Design d_ff_delay_line, sky130hd; sources not shown.
Figure 1. A small window of the routed layout (run 1).
Window x 20 to 50, y 7 to 37 µm. Cells in grey, sequential cells in the stronger grey; small squares are vias.
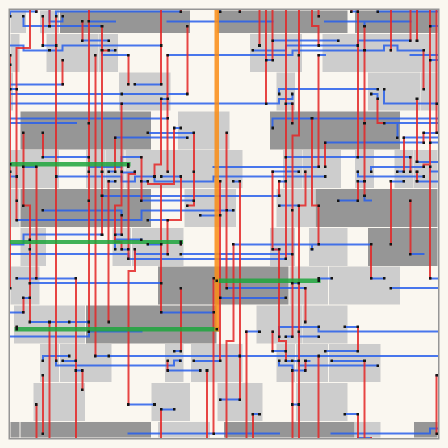
Key: metal 3 = green; metal 1 = blue; metal 2 = red; metal 4 = orange
Sequential cells in the window: 10. Most frequent: nor2_1 (12), mux2i_1 (10), dfrtp_1 (10). 51 logic cells have their middle in the window.

Figure 2. Selected gate families (run 1).
Drawn at 8 px/µm.
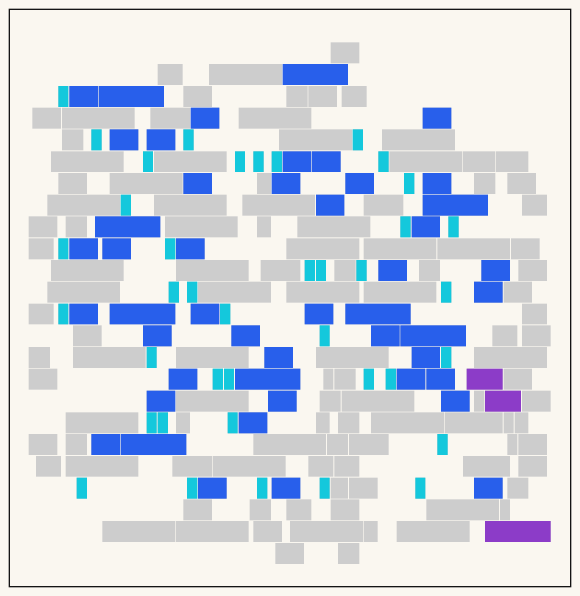
Key: mux cells = blue [cells 47, most used mux2i_1]; nor cells = cyan [cells 39, most used nor2_1]; fa/ha/maj cells = purple [cells 3, most used ha_1]
fin cells: 250
Comb/total area: 33.5%

Figure 3. Routing congestion map (run 1).
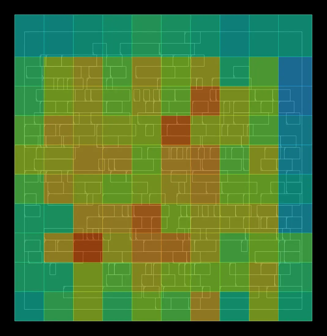
M2 GR Usage: 30.3%
gr busiest metal: met2

==> CHANGELOG.md, run 1 <==
### Implementation results

- Fin Setup TNS: -0.210 ns
- Global-route wire length before repair: 6910 µm
- Largest register FFs: 24
- Switch share: 25.2%
- Status: finished with violations
- Slowest CP cell: dfrtp_1
- Top Layout Cells: nor2_1, dfrtp_1, mux2i_1
- Tcrit/Tclk final: 108%
- Die X: 70 µm
- Layout cells sized above 1: 21.2%
- Ys flops: 39
- Worst hold-check path type: in2async
- Ant diodes: 0
- I/O Buffers: 32
- Final Worst Setup Slack: -0.135 ns
- Tool warnings: 29
- CP bufs+invs: 2
- Worst slew pin tran: 0.506 ns
- CP max stage delay: 0.41 ns
- Synthesized cell area: 0.00193 mm²
- Final Critical Period: 1.84 ns
- Clk_lat worst skew: 0.30 ns
- DRT antenna net count: 0
- Post-route DRC: 0
- Overall power: 0.00185 W
- RSZ-0062 raised after global routing: yes
- Synth Warn #: 0
- Mean Syn Cell Area: 12.5 µm²
- Hold Vio Cnt, Final: 0
- Avg WL per Cell: 15.8 µm
- CP Max Fanout: 4
- Gp weighted congestion: 0.763
- Peak Freq: 545 MHz
- Gate Area: 817 µm²
- Post-route cell area: 0.00244 mm²
- Post-Route WL: 3950 µm
- Critical Path AT: 2.02 ns
- Sink Count: 39
- Clock tree from TritonCTS: done
- Adder Share, Synth: 2.33%
- Largest net degree at the start of global routing: 35
- Vias in the first global route: 1395
- Drt via density: 5.07
- Delay-heaviest family, CP: adder cells
- DR vias: 1267
- Crit Path Class: reg2reg
- Distinct lib cells used: 15
- Post-DP Area: 0.00233 mm²
- Setup violators final: 2
- XOR Share, Synth: 0.454%
- Die height: 72 µm
- Final Skew: 0.00760 ns
- Starting Density: 45.3%
- Worst setup EP type: flop
- Clock buffer depth: 2
- Reg2Reg Depth: 8
- Clock group share of total power: 33.8%
- Cell Pwr Density: 760 mW/mm²
- Int Pwr: 0.00139 W
- Clk pin slew, worst setup/hold paths: 0.07 ns
- Initial antenna violation count: 0
- Reg-to-reg setup timing slack: -0.14 ns
- Sequential Power Share: 52.8%
- Mux area share: 30.2%
- Root Buffer: clkbuf_8
- Synthesis area per yosys: 0.00193 mm²
- Simple-gate share of the synthesized area: 7.91%
- WP depth: 8
- Register area share after synthesis: 50.6%
- Nets: 215
- Row Count: 24
- Area growth syn-to-layout: 26.4%
- AND-OR/OR-AND Cells, Area Fraction: 0.713%
- CP Launch Type: flop
- Initial DRC count: 50
- Core footprint: 0.00426 mm²
- Max cap viols: 0
- Top logic family: multiplexers
- Worst relative slew slack: 66.2%
- Sw power: 0.000468 W
- Synth Net Count: 173
- Slew Limit Fails: 0
- Failing checks: setup timing
- Number of cells in Yosys stat: 155
- H-tree levels: 2
- FILL cells: 369
- Peak VDD IR: 0.000479 V
- Gr usage total: 18.1%
- LEAKAGE: 1.25 nW
- Die area: 0.00504 mm²
- Reg area: 976 µm²
- Worst path required time: 1.88 ns
- CP cell instances: ha_1 -> inv_1 -> ha_1 -> inv_1 -> fa_2 -> xor2_2 -> a21oi_2 -> a31o_2
- Comb pwr share: 13.4%
- Worst slack at placement: -0.188 ns
- Total CTS buffers: 5
- GR Overflow Total: 0
- IO Pins: 36
- DRT Pass-1 Iters: 4
-- run 1: cells by family after synthesis --
family                     after synthesis
muxes                                   47
and+or+nand+nor                         40
DFF                                     39
buffers and inverters                   23
adders and majority gates                3
AOI/OAI and AO/OA                        2
xor gates and xnor gates                 1
-- run 1: synth_stat cells --
library cell / number / area share [%]
a21oi_1: 1 / 0.26
buf_2: 4 / 1.0
dfrtp_1: 39 / 51
xor2_1: 1 / 0.45
ha_1: 2 / 1.3
buf_6: 2 / 1.2
buf_4: 12 / 4.7
nor2_1: 39 / 7.6
mux2i_1: 38 / 20
mux4_2: 9 / 10
nand2b_1: 1 / 0.32
clkbuf_1: 1 / 0.19
fa_1: 1 / 1.0
inv_1: 4 / 0.78
a31o_2: 1 / 0.45
-- run 1: routing by layer --
metal | vias up | routed length [µm] | GRT usage, %
met5 | - | 0 | 0
met4 | 0 | 54 | 5.13
met3 | 7 | 203 | 5.28
met2 | 35 | 1940 | 30.3
met1 | 623 | 1750 | 23.3
li1 | 602 | - | -
-- run 1: cell type report --
cell class	count	area share, %
Buffer	19	5.59
Clock inverter	2	0.513
Sequential cell	39	40.0
Clock buffer	6	3.13
Timing Repair Buffer	35	14.0
Tap cell	52	2.67
Multi-Input combinational cell	93	33.5
Inverter	4	0.615
-- run 1: power by group through the flow --
stage | Clock, W | Combinational [W] | Sequential, W
2_1_floorplan | 0 | 0.000142 | 0.000993
3_3_place_gp | 0 | 0.000242 | 0.000994
3_5_place_dp | 0 | 0.000253 | 0.000997
4_1_cts | 0.000652 | 0.000255 | 0.000978
5_1_grt | 0.000708 | 0.000276 | 0.000983
6_report | 0.000627 | 0.000249 | 0.000979
-- run 1: per-stage QoR --
stage,instances,hold slack (ns),util (%)
after detailed placement,240,0.0210,54.7
after global routing,250,0.252,57.2
after floorplan,155,-0.126,-
after global placement,239,0.518,54.4
after CTS,250,0.238,57.1
final,250,0.239,57.2
-- run 1: repair_timing --
item,4_1_cts,5_1_grt
setup buffers,1,0
setup endpoints to repair,11,2
pin swaps,0,0
hold endpoints to repair,39,0
hold buffers,1,0
resized,10,1
==> run 2: changes to the inputs <==
--- a/config.mk
+++ b/config.mk
@@ -7,6 +7,7 @@
 export LEC_CHECK = 0
 export CORE_AREA = 2 2 68 70
 export CTS_BUF_LIST = sky130_fd_sc_hd__clkbuf_4 sky130_fd_sc_hd__clkbuf_8 sky130_fd_sc_hd__clkbuf_16
+export CTS_CLUSTER_SIZE = 10
 export DETAILED_ROUTE_END_ITERATION = 8
 export DIE_AREA = 0 0 70 72
 export GPL_TIMING_DRIVEN = 0
Figure 4. A small window of the routed layout (run 2).
Window x 20 to 50, y 7 to 37 µm. Cells in grey, sequential cells in the stronger grey; small squares are vias.
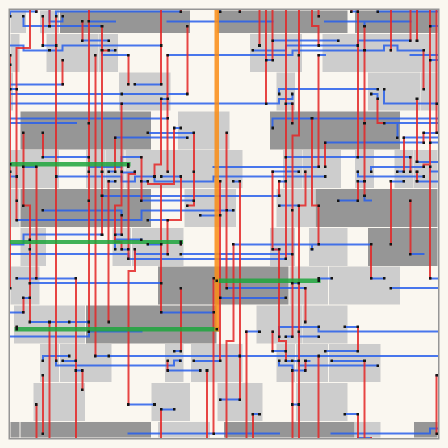

==> run 2 against run 1 <==
The flow still finishes with violations (setup timing); setup slack unchanged; wire length stayed put; power is the same; die size unchanged; cell area unchanged; register-to-register slack about the same; sequential cell count unchanged; combinational power barely moved; sequential share of layout area stayed put; clock skew did not move; critical path depth did not move; utilization stayed put; critical path type unchanged; largest power group unchanged.
==> CHANGELOG.md, run 2 <==
### Implementation results

- DRT antenna net count: 0 (unchanged)
- Total CTS buffers: 5 (unchanged)
- Clock buffer depth: 2 (unchanged)
- Ant diodes: 0 (unchanged)
- Flip-flops with a built-in enable: 0 (unchanged)
- Worst setup EP type: flop
- Final Worst Setup Slack: -0.135 ns (unchanged)
- Core footprint: 0.00426 mm² (unchanged)
- Number of cells in Yosys stat: 155 (unchanged)
- Top post-synthesis cells by count: dfrtp_1, nor2_1, mux2i_1, buf_4, mux4_2
- Final Skew: 0.00760 ns (unchanged)
- Register area share after synthesis: 50.6% (unchanged)
- Critical Path AT: 2.02 ns (about the same)
- Clk pin slew, worst setup/hold paths: 0.07 ns (about the same)
- Global-route wire length before repair: 6910 µm (unchanged)
- Post-route DRC: 0 (unchanged)
- CP Max Fanout: 4 (unchanged)
- Gp weighted congestion: 0.763 (unchanged)
- Peak Freq: 545 MHz (unchanged)
- Top-area cell share: 50.6% (unchanged)
- Cells after Synth: 155
- Peak VDD IR: 0.000479 V (unchanged)
- Drt via density: 5.07 (unchanged)
- I/O Buffers: 32 (unchanged)
- Hold Vio Cnt, Final: 0 (unchanged)
- Fin cells: 250 (unchanged)
- Max cap viols: 0 (unchanged)
- Die X: 70 µm (unchanged)
- FILL cells: 369 (unchanged)
- Tcrit/Tclk final: 108% (unchanged)
- Most area-hungry cell type in the Yosys netlist: dfrtp_1
- Distinct lib cells used: 15 (unchanged)
- Layout cells sized above 1: 21.2% (unchanged)
- Worst slew pin tran: 0.506 ns (unchanged)
- Post-route cell area: 0.00244 mm² (unchanged)
- Row Count: 24 (unchanged)
- Top cells by area: dfrtp_1, mux2i_1, mux4_2
- Largest register FFs: 24 (unchanged)
- Crit Path Class: reg2reg
- Fin Setup TNS: -0.210 ns (unchanged)
- Setup violators final: 2 (unchanged)
- Root Buffer: clkbuf_8
- H-tree levels: 2 (unchanged)
- Final Critical Period: 1.84 ns (unchanged)
- Top Layout Cells: nor2_1, dfrtp_1, mux2i_1
- Worst relative slew slack: 66.2% (unchanged)
- Synthesized cell area: 0.00193 mm² (unchanged)
- LEAKAGE: 1.25 nW (unchanged)
- Area growth syn-to-layout: 26.4% (unchanged)
- Hpwl dp: 2690 µm
- Worst hold-check path type: in2async
- Tool warnings: 29 (unchanged)
- Post-synthesis async set-or-reset flop share: 100% (unchanged)
- Reg2Reg Depth: 8 (unchanged)
- Nets: 215 (unchanged)
- Worst path required time: 1.88 ns (about the same)
- Mean Syn Cell Area: 12.5 µm² (unchanged)
- IO Pins: 36 (unchanged)
- Initial antenna violation count: 0 (unchanged)
- Clk_lat worst skew: 0.30 ns (about the same)
- Die area: 0.00504 mm² (unchanged)
- Synthesis area per yosys: 0.00193 mm² (unchanged)
- Placed cell count: 240 (unchanged)
- Synth Warn #: 0 (unchanged)
- Ys flops: 39 (unchanged)
- Largest net degree at the start of global routing: 35 (unchanged)
- Die height: 72 µm (unchanged)
- DRT Pass-1 Iters: 4 (unchanged)
- Vias in the first global route: 1395 (unchanged)
- Reg-to-reg setup timing slack: -0.14 ns (about the same)
- Starting Density: 45.3% (unchanged)
- Failing checks: setup timing
- Synth Net Count: 173 (unchanged)
- Post-DP Area: 0.00233 mm² (unchanged)
- Sink Count: 39 (unchanged)
- CP Launch Type: flop
- Initial DRC count: 50 (unchanged)
- Gr usage total: 18.1% (unchanged)
- Slew Limit Fails: 0 (unchanged)
- Cell Pwr Density: 760 mW/mm² (unchanged)
- Clock tree from TritonCTS: done
- GR Overflow Total: 0 (unchanged)
- Commonest flop: dfrtp_1
- Status: finished with violations
- RSZ-0062 raised after global routing: yes
Figure 5. Wiring heat map (run 2).
Drawn at 4 px/µm. The die is cut into 14 by 14 equal tiles; white is low, dark blue is high, scaled to the fullest tile. Values are wire area over tile area, all layers added.
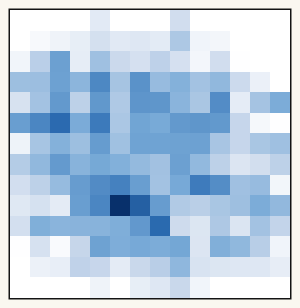
The fullest tile reaches 0.41. 16% of the tiles are nearly empty. 21% of the tiles are over half the peak. The densest ninth of the die: middle.
Post-Route WL: 3950 µm
Avg WL per Cell: 15.8 µm
DR vias: 1267

## run 2: critical path: stages, from the launching register on
cell	delay (ns)
dfrtp_1	0.41
ha_1	0.28
inv_1	0.05
ha_1	0.13
inv_1	0.05
fa_2	0.35
xor2_2	0.18
a21oi_2	0.07
a31o_2	0.21
## run 2: through the flow
step / util (%) / power, W / hold slack, ns / setup WS [ns]
floorplan: - / 0.00113 / -0.126 / -0.109
global placement: 54.4 / 0.00124 / 0.518 / -0.405
detailed placement: 54.7 / 0.00125 / 0.0210 / -0.188
CTS: 57.1 / 0.00189 / 0.238 / -0.154
global route: 57.2 / 0.00197 / 0.252 / -0.278
finish: 57.2 / 0.00185 / 0.239 / -0.135
## run 2: layer usage
layer  up-vias  track usage (%)  wire, µm
li1        602                -         -
met1       623             23.3      1750
met2        35             30.3      1940
met3         7             5.28       203
met4         0             5.13        54
met5         -                0         0
## run 2: cell families after synthesis
kind of cell	Yosys count	share of synthesized area [%]
muxes	47	30.2
and+or+nand+nor	40	7.91
DFF	39	50.6
buffers and inverters	23	7.84
adders and majority gates	3	2.33
AOI/OAI and AO/OA	2	0.713
xor gates and xnor gates	1	0.454
## run 2: area by class of cell
cell class,count,area (µm²),share of cell area [%]
well taps,52,65.1,2.67
repair buffers,35,342,14.0
flip-flops and latches,39,976,40.0
multi-input cells,93,817,33.5
inverters,4,15.0,0.615
clock inverters,2,12.5,0.513
clock buffers,6,76.3,3.13
plain buffers,19,136,5.59
## run 2: power by group
group / total, W / leakage, nW / switching (W) / internal (W)
clock network: 0.000627 / 0.0446 / 0.000324 / 0.000303
registers: 0.000979 / 0.535 / 0.0000229 / 0.000956
logic: 0.000249 / 0.667 / 0.000121 / 0.000128
## run 2: timing repair
item,CTS,global route
hold endpoints to repair,39,0
buffers inserted,1,0
setup endpoints to repair,11,2
hold buffers,1,0
gates resized,10,1
Power and IR drop assume default switching activity.
